### src/rtl/amt_recovery_walker_if.sv
// AMT-to-RMT recovery walker bus bundle.
// Carries the start request, AMT read ports, RMT write ports and status.
interface amt_recovery_walker_if #(
  parameter int SRAM_INDEX = 4,
  parameter int SRAM_WIDTH = 8
);
  logic                  recover_i;
  logic [SRAM_INDEX-1:0] amt_addr0_o;
  logic [SRAM_INDEX-1:0] amt_addr1_o;
  logic [SRAM_INDEX-1:0] amt_addr2_o;
  logic [SRAM_INDEX-1:0] amt_addr3_o;
  logic [SRAM_WIDTH-1:0] amt_data0_i;
  logic [SRAM_WIDTH-1:0] amt_data1_i;
  logic [SRAM_WIDTH-1:0] amt_data2_i;
  logic [SRAM_WIDTH-1:0] amt_data3_i;
  logic [SRAM_INDEX-1:0] rmt_addr0_o;
  logic [SRAM_INDEX-1:0] rmt_addr1_o;
  logic [SRAM_INDEX-1:0] rmt_addr2_o;
  logic [SRAM_INDEX-1:0] rmt_addr3_o;
  logic [SRAM_WIDTH-1:0] rmt_data0_o;
  logic [SRAM_WIDTH-1:0] rmt_data1_o;
  logic [SRAM_WIDTH-1:0] rmt_data2_o;
  logic [SRAM_WIDTH-1:0] rmt_data3_o;
  logic                  rmt_we0_o;
  logic                  rmt_we1_o;
  logic                  rmt_we2_o;
  logic                  rmt_we3_o;
  logic                  busy_o;
  logic                  done_o;

  modport master (
    input  recover_i,
    input  amt_data0_i, amt_data1_i,
    input  amt_data2_i, amt_data3_i,
    output amt_addr0_o, amt_addr1_o,
    output amt_addr2_o, amt_addr3_o,
    output rmt_addr0_o, rmt_addr1_o,
    output rmt_addr2_o, rmt_addr3_o,
    output rmt_data0_o, rmt_data1_o,
    output rmt_data2_o, rmt_data3_o,
    output rmt_we0_o, rmt_we1_o,
    output rmt_we2_o, rmt_we3_o,
    output busy_o, done_o
  );

  modport slave (
    output recover_i,
    output amt_data0_i, amt_data1_i,
    output amt_data2_i, amt_data3_i,
    input  amt_addr0_o, amt_addr1_o,
    input  amt_addr2_o, amt_addr3_o,
    input  rmt_addr0_o, rmt_addr1_o,
    input  rmt_addr2_o, rmt_addr3_o,
    input  rmt_data0_o, rmt_data1_o,
    input  rmt_data2_o, rmt_data3_o,
    input  rmt_we0_o, rmt_we1_o,
    input  rmt_we2_o, rmt_we3_o,
    input  busy_o, done_o
  );
endinterface

### src/rtl/amt_recovery_walker.sv
// Copies the AMT into the RMT after a flush, four entries per cycle.
// Reads in WALK, writes one cycle later; DRAIN flushes the last group.
module amt_recovery_walker #(
  parameter int SRAM_DEPTH = 16,
  parameter int SRAM_INDEX = 4,
  parameter int SRAM_WIDTH = 8
) (
  input logic clk,
  input logic reset,
  amt_recovery_walker_if.master bus
);
  localparam int GRPS = SRAM_DEPTH / 4;
  localparam int GW = (SRAM_INDEX > 2) ? SRAM_INDEX - 2 : 1;

  typedef enum logic [1:0] {
    IDLE,
    WALK,
    DRAIN
  } state_e;

  state_e                state_q;
  logic [GW-1:0]         grp_q;
  logic                  valid_q;
  logic                  busy_q;
  logic                  done_q;
  logic [SRAM_INDEX-1:0] waddr_q [4];
  logic [SRAM_WIDTH-1:0] wdata_q [4];
  logic [SRAM_INDEX-1:0] rd_addr [4];
  logic [SRAM_WIDTH-1:0] rd_data [4];
  logic                  last;

  // grp_q sits at 0 outside WALK, so IDLE reads addresses 0..3
  always_comb begin
    for (int k = 0; k < 4; k++) begin
      rd_addr[k] = SRAM_INDEX'({grp_q, 2'(k)});
    end
  end

  assign rd_data[0] = bus.amt_data0_i;
  assign rd_data[1] = bus.amt_data1_i;
  assign rd_data[2] = bus.amt_data2_i;
  assign rd_data[3] = bus.amt_data3_i;
  assign last = (grp_q == GW'(GRPS - 1));

  always_ff @(posedge clk or negedge reset) begin
    if (!reset) begin
      state_q <= IDLE;
      grp_q   <= '0;
      valid_q <= 1'b0;
      busy_q  <= 1'b0;
      done_q  <= 1'b0;
      for (int k = 0; k < 4; k++) begin
        waddr_q[k] <= '0;
        wdata_q[k] <= '0;
      end
    end else begin
      unique case (state_q)
        IDLE: begin
          valid_q <= 1'b0;
          done_q  <= 1'b0;
          grp_q   <= '0;
          if (bus.recover_i) begin
            state_q <= WALK;
            busy_q  <= 1'b1;
          end
        end
        WALK: begin
          valid_q <= 1'b1;
          for (int k = 0; k < 4; k++) begin
            waddr_q[k] <= rd_addr[k];
            wdata_q[k] <= rd_data[k];
          end
          if (last) begin
            state_q <= DRAIN;
            done_q  <= 1'b1;
            grp_q   <= '0;
          end else begin
            grp_q <= grp_q + GW'(1);
          end
        end
        DRAIN: begin
          state_q <= IDLE;
          valid_q <= 1'b0;
          busy_q  <= 1'b0;
          done_q  <= 1'b0;
        end
        default: begin
          state_q <= IDLE;
          valid_q <= 1'b0;
          busy_q  <= 1'b0;
          done_q  <= 1'b0;
        end
      endcase
    end
  end

  assign bus.amt_addr0_o = rd_addr[0];
  assign bus.amt_addr1_o = rd_addr[1];
  assign bus.amt_addr2_o = rd_addr[2];
  assign bus.amt_addr3_o = rd_addr[3];
  assign bus.rmt_addr0_o = waddr_q[0];
  assign bus.rmt_addr1_o = waddr_q[1];
  assign bus.rmt_addr2_o = waddr_q[2];
  assign bus.rmt_addr3_o = waddr_q[3];
  assign bus.rmt_data0_o = wdata_q[0];
  assign bus.rmt_data1_o = wdata_q[1];
  assign bus.rmt_data2_o = wdata_q[2];
  assign bus.rmt_data3_o = wdata_q[3];
  assign bus.rmt_we0_o   = valid_q;
  assign bus.rmt_we1_o   = valid_q;
  assign bus.rmt_we2_o   = valid_q;
  assign bus.rmt_we3_o   = valid_q;
  assign bus.busy_o      = busy_q;
  assign bus.done_o      = done_q;
endmodule
### src/flat_wrapper.sv
// flat-port wrapper written by rule: the top's interface ports become plain ports
module amt_recovery_walker_flat 
#(
  parameter int SRAM_DEPTH = 16,
  parameter int SRAM_INDEX = 4,
  parameter int SRAM_WIDTH = 8
)
  (clk, reset, bus_recover_i, bus_amt_data0_i, bus_amt_data1_i, bus_amt_data2_i, bus_amt_data3_i, bus_amt_addr0_o, bus_amt_addr1_o, bus_amt_addr2_o, bus_amt_addr3_o, bus_rmt_addr0_o, bus_rmt_addr1_o, bus_rmt_addr2_o, bus_rmt_addr3_o, bus_rmt_data0_o, bus_rmt_data1_o, bus_rmt_data2_o, bus_rmt_data3_o, bus_rmt_we0_o, bus_rmt_we1_o, bus_rmt_we2_o, bus_rmt_we3_o, bus_busy_o, bus_done_o);
  amt_recovery_walker_if #(.SRAM_INDEX(SRAM_INDEX), .SRAM_WIDTH(SRAM_WIDTH)) bus_i ();
  input logic clk;
  input logic reset;
  input wire logic [$bits(bus_i.recover_i)-1:0] bus_recover_i;
  input wire logic [$bits(bus_i.amt_data0_i)-1:0] bus_amt_data0_i;
  input wire logic [$bits(bus_i.amt_data1_i)-1:0] bus_amt_data1_i;
  input wire logic [$bits(bus_i.amt_data2_i)-1:0] bus_amt_data2_i;
  input wire logic [$bits(bus_i.amt_data3_i)-1:0] bus_amt_data3_i;
  output wire logic [$bits(bus_i.amt_addr0_o)-1:0] bus_amt_addr0_o;
  output wire logic [$bits(bus_i.amt_addr1_o)-1:0] bus_amt_addr1_o;
  output wire logic [$bits(bus_i.amt_addr2_o)-1:0] bus_amt_addr2_o;
  output wire logic [$bits(bus_i.amt_addr3_o)-1:0] bus_amt_addr3_o;
  output wire logic [$bits(bus_i.rmt_addr0_o)-1:0] bus_rmt_addr0_o;
  output wire logic [$bits(bus_i.rmt_addr1_o)-1:0] bus_rmt_addr1_o;
  output wire logic [$bits(bus_i.rmt_addr2_o)-1:0] bus_rmt_addr2_o;
  output wire logic [$bits(bus_i.rmt_addr3_o)-1:0] bus_rmt_addr3_o;
  output wire logic [$bits(bus_i.rmt_data0_o)-1:0] bus_rmt_data0_o;
  output wire logic [$bits(bus_i.rmt_data1_o)-1:0] bus_rmt_data1_o;
  output wire logic [$bits(bus_i.rmt_data2_o)-1:0] bus_rmt_data2_o;
  output wire logic [$bits(bus_i.rmt_data3_o)-1:0] bus_rmt_data3_o;
  output wire logic [$bits(bus_i.rmt_we0_o)-1:0] bus_rmt_we0_o;
  output wire logic [$bits(bus_i.rmt_we1_o)-1:0] bus_rmt_we1_o;
  output wire logic [$bits(bus_i.rmt_we2_o)-1:0] bus_rmt_we2_o;
  output wire logic [$bits(bus_i.rmt_we3_o)-1:0] bus_rmt_we3_o;
  output wire logic [$bits(bus_i.busy_o)-1:0] bus_busy_o;
  output wire logic [$bits(bus_i.done_o)-1:0] bus_done_o;
  assign bus_i.recover_i = bus_recover_i;
  assign bus_i.amt_data0_i = bus_amt_data0_i;
  assign bus_i.amt_data1_i = bus_amt_data1_i;
  assign bus_i.amt_data2_i = bus_amt_data2_i;
  assign bus_i.amt_data3_i = bus_amt_data3_i;
  assign bus_amt_addr0_o = bus_i.amt_addr0_o;
  assign bus_amt_addr1_o = bus_i.amt_addr1_o;
  assign bus_amt_addr2_o = bus_i.amt_addr2_o;
  assign bus_amt_addr3_o = bus_i.amt_addr3_o;
  assign bus_rmt_addr0_o = bus_i.rmt_addr0_o;
  assign bus_rmt_addr1_o = bus_i.rmt_addr1_o;
  assign bus_rmt_addr2_o = bus_i.rmt_addr2_o;
  assign bus_rmt_addr3_o = bus_i.rmt_addr3_o;
  assign bus_rmt_data0_o = bus_i.rmt_data0_o;
  assign bus_rmt_data1_o = bus_i.rmt_data1_o;
  assign bus_rmt_data2_o = bus_i.rmt_data2_o;
  assign bus_rmt_data3_o = bus_i.rmt_data3_o;
  assign bus_rmt_we0_o = bus_i.rmt_we0_o;
  assign bus_rmt_we1_o = bus_i.rmt_we1_o;
  assign bus_rmt_we2_o = bus_i.rmt_we2_o;
  assign bus_rmt_we3_o = bus_i.rmt_we3_o;
  assign bus_busy_o = bus_i.busy_o;
  assign bus_done_o = bus_i.done_o;
  amt_recovery_walker #(.SRAM_DEPTH(SRAM_DEPTH), .SRAM_INDEX(SRAM_INDEX), .SRAM_WIDTH(SRAM_WIDTH)) u_core (.clk(clk), .reset(reset), .bus(bus_i));
endmodule
### config.mk
export PLATFORM = sky130hd
export DESIGN_NAME = amt_recovery_walker_flat
export DESIGN_NICKNAME = d
export VERILOG_FILES = /design/src/rtl/amt_recovery_walker_if.sv /design/src/rtl/amt_recovery_walker.sv /design/src/flat_wrapper.sv
export SDC_FILE = /design/constraint.sdc
export NUM_CORES = 1
export LEC_CHECK = 0
export CORE_AREA = 3 3 71 59
export CTS_CLUSTER_DIAMETER = 30
export DETAILED_ROUTE_END_ITERATION = 8
export DIE_AREA = 0 0 74 62
export DONT_BUFFER_PORTS = 1
export GPL_ROUTABILITY_DRIVEN = 0
export GPL_TIMING_DRIVEN = 0
export PLACE_DENSITY = 0.69
export SYNTH_ARGS = -nofsm -noshare
export SYNTH_HDL_FRONTEND = slang
export SYNTH_SLANG_ARGS = --single-unit
### constraint.sdc
create_clock -name clk -period 1.6 [get_ports clk]
set_input_delay 0.16 -clock clk [delete_from_list [all_inputs] [get_ports clk]]
set_output_delay 0.16 -clock clk [all_outputs]
set_load 0.005 [all_outputs]
Figure 1. The metal 1 layer.
Supply wires on this layer in grey.
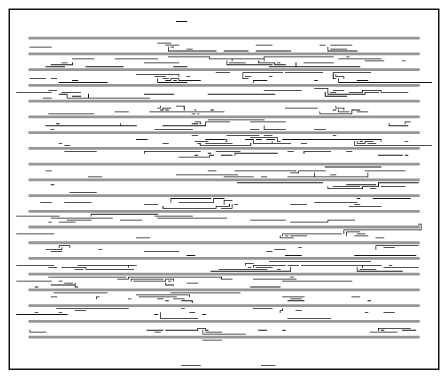
nets with wire on the layer: 153
longest straight run: 17.5 um
main direction: horizontal
met1 usage in global routing: 17.7%
total via count in the routed design: 1,007

==> flow_summary.ini <==
; generated from flow reports
[finish]
num-clock-buffers = 7
non_clock_inverter_count = 2
nonClkBufAreaFrac_pct = 17.7
layout.comb_gates.multi_input = 60
fin_cells = 198
layout.non_clock_buffers = 44
area.share.sequential_pct = 47.4
layout.nets = 191
sequential_cell_total = 42
area.growth.synth_to_final_pct = 15.1
mostFrequentLayoutCell = sky130_fd_sc_hd__dfrtp_1
most-common-layout-cells = sky130_fd_sc_hd__dfrtp_1 (42), sky130_fd_sc_hd__buf_4 (30), sky130_fd_sc_hd__mux2_4 (27)
clock_tree_area_fraction_pct = 4.12
drive_gt1_share_pct = 50.6
fill_cells = 261
insertedDiodeCount = 0

[setup_path]
crit_arrival_ns = 1.53
worst_setup_path_endpoint = u_core.bus.rmt_data0_o[1]
cp_top_family = flip-flops
critical-path-slowest-cell = sky130_fd_sc_hd__dfrtp_1
worstPathRequired_ns = 1.77
critical_path_depth = 4
r2r-end = u_core.bus.rmt_data0_o[1]
crit-reg2reg-launch = u_core.state_q[1]
r2r_setup_slack_ns = 0.24
crit_chain = nand2b_4, buf_6, buf_8, mux2_4

[synth]
synth.ff_latch_count = 42
synthXorXnorAreaFrac_pct = 0
area_leaders = sky130_fd_sc_hd__dfrtp_1 (55%), sky130_fd_sc_hd__mux2_4 (21%), sky130_fd_sc_hd__buf_4 (12%), sky130_fd_sc_hd__mux2_2 (4.1%), sky130_fd_sc_hd__buf_8 (2.3%)
leading_cell_types_by_count_after_synthesis = sky130_fd_sc_hd__dfrtp_1 (42), sky130_fd_sc_hd__buf_4 (30), sky130_fd_sc_hd__mux2_4 (27), sky130_fd_sc_hd__mux2_2 (7)
synth_cell_types = 19
complex_gates_by_area_pct = 1.23
synthTopLogicFamily = multiplexers
synth_area_per_cell_um2 = 15.1
yosysSeqAreaShare_pct = 54.5
enable_flop_cells = 0
ys_cells = 128

[sta]
max_clock_freq_ghz = 0.737
hold_viol = 0
finalSetupViolCount = 0
grt_setup_unrepaired = no
period_utilisation_layout_pct = 84.8
setup_slack_ns = 0.243

[clock_tree]
clk_slew_on_worst_s_h_paths_ns = 0.08
cts_hold_buf = 2
cts_sinks = 42
cts.repair.resized = 0
clock_latency_ns = 0.29
cts_buffers = 5
tritoncts_clock_tree = done
post-cts-setup-buffer-count = 0

[drt]
drt_iter0_markers = 59
routed-wl-met2_mm = 1.64
highest-signal-layer = met4
postRouteAntennaNets = 0
wl_per_cell_um = 17.6
detail_route.drc_violations = 0

[pwr]
ir_worst_vdd_v = 0.00115
share_comb_of_total_power_pct = 38.9
pwr.group.clock_uw = 692
cell_internal_pwr_uw = 3100
power.density_nw_per_um2 = 2040
p_leak_uw = 0.00110
share_seq_of_total_power_pct = 45.8
group_drawing_the_most_power = registers

[worst_hold_path]
hold_path_class = in2reg
timing.hold.worst.start = bus_amt_data3_i[1]
whs_endpoint = u_core.bus.rmt_data3_o[1]

[global_route]
track_usage_pct = 15.2
grt_max_degree = 43
grt_pass1_wl_mm = 5.05
use_met3_pct = 7.88
vias_in_the_first_global_route = 956

[run]
maxCapViolCount = 0
openroad.warnings = 26

[die]
tap_cells = 42
design.portCount = 105
die_h_um = 62
std_cell_rows = 19
die-area_um2 = 4590
initial_core_util_pct = 55.1

[placed_design]
placedCellCount = 180
dp_hpwl_mm = 2.55
placement.setup.worst_slack_ns = 0.262
io_buffer_count = 0

[status]
run_status = completed
Figure 2. M2 wires.
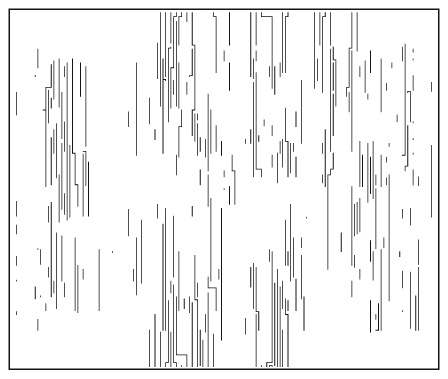
longest straight run: 27.2 um
share of all routed wire: 47%
nets with wire on the layer: 173
main direction: vertical
routed wire length: 3.48 mm
met2 usage: 23.5%

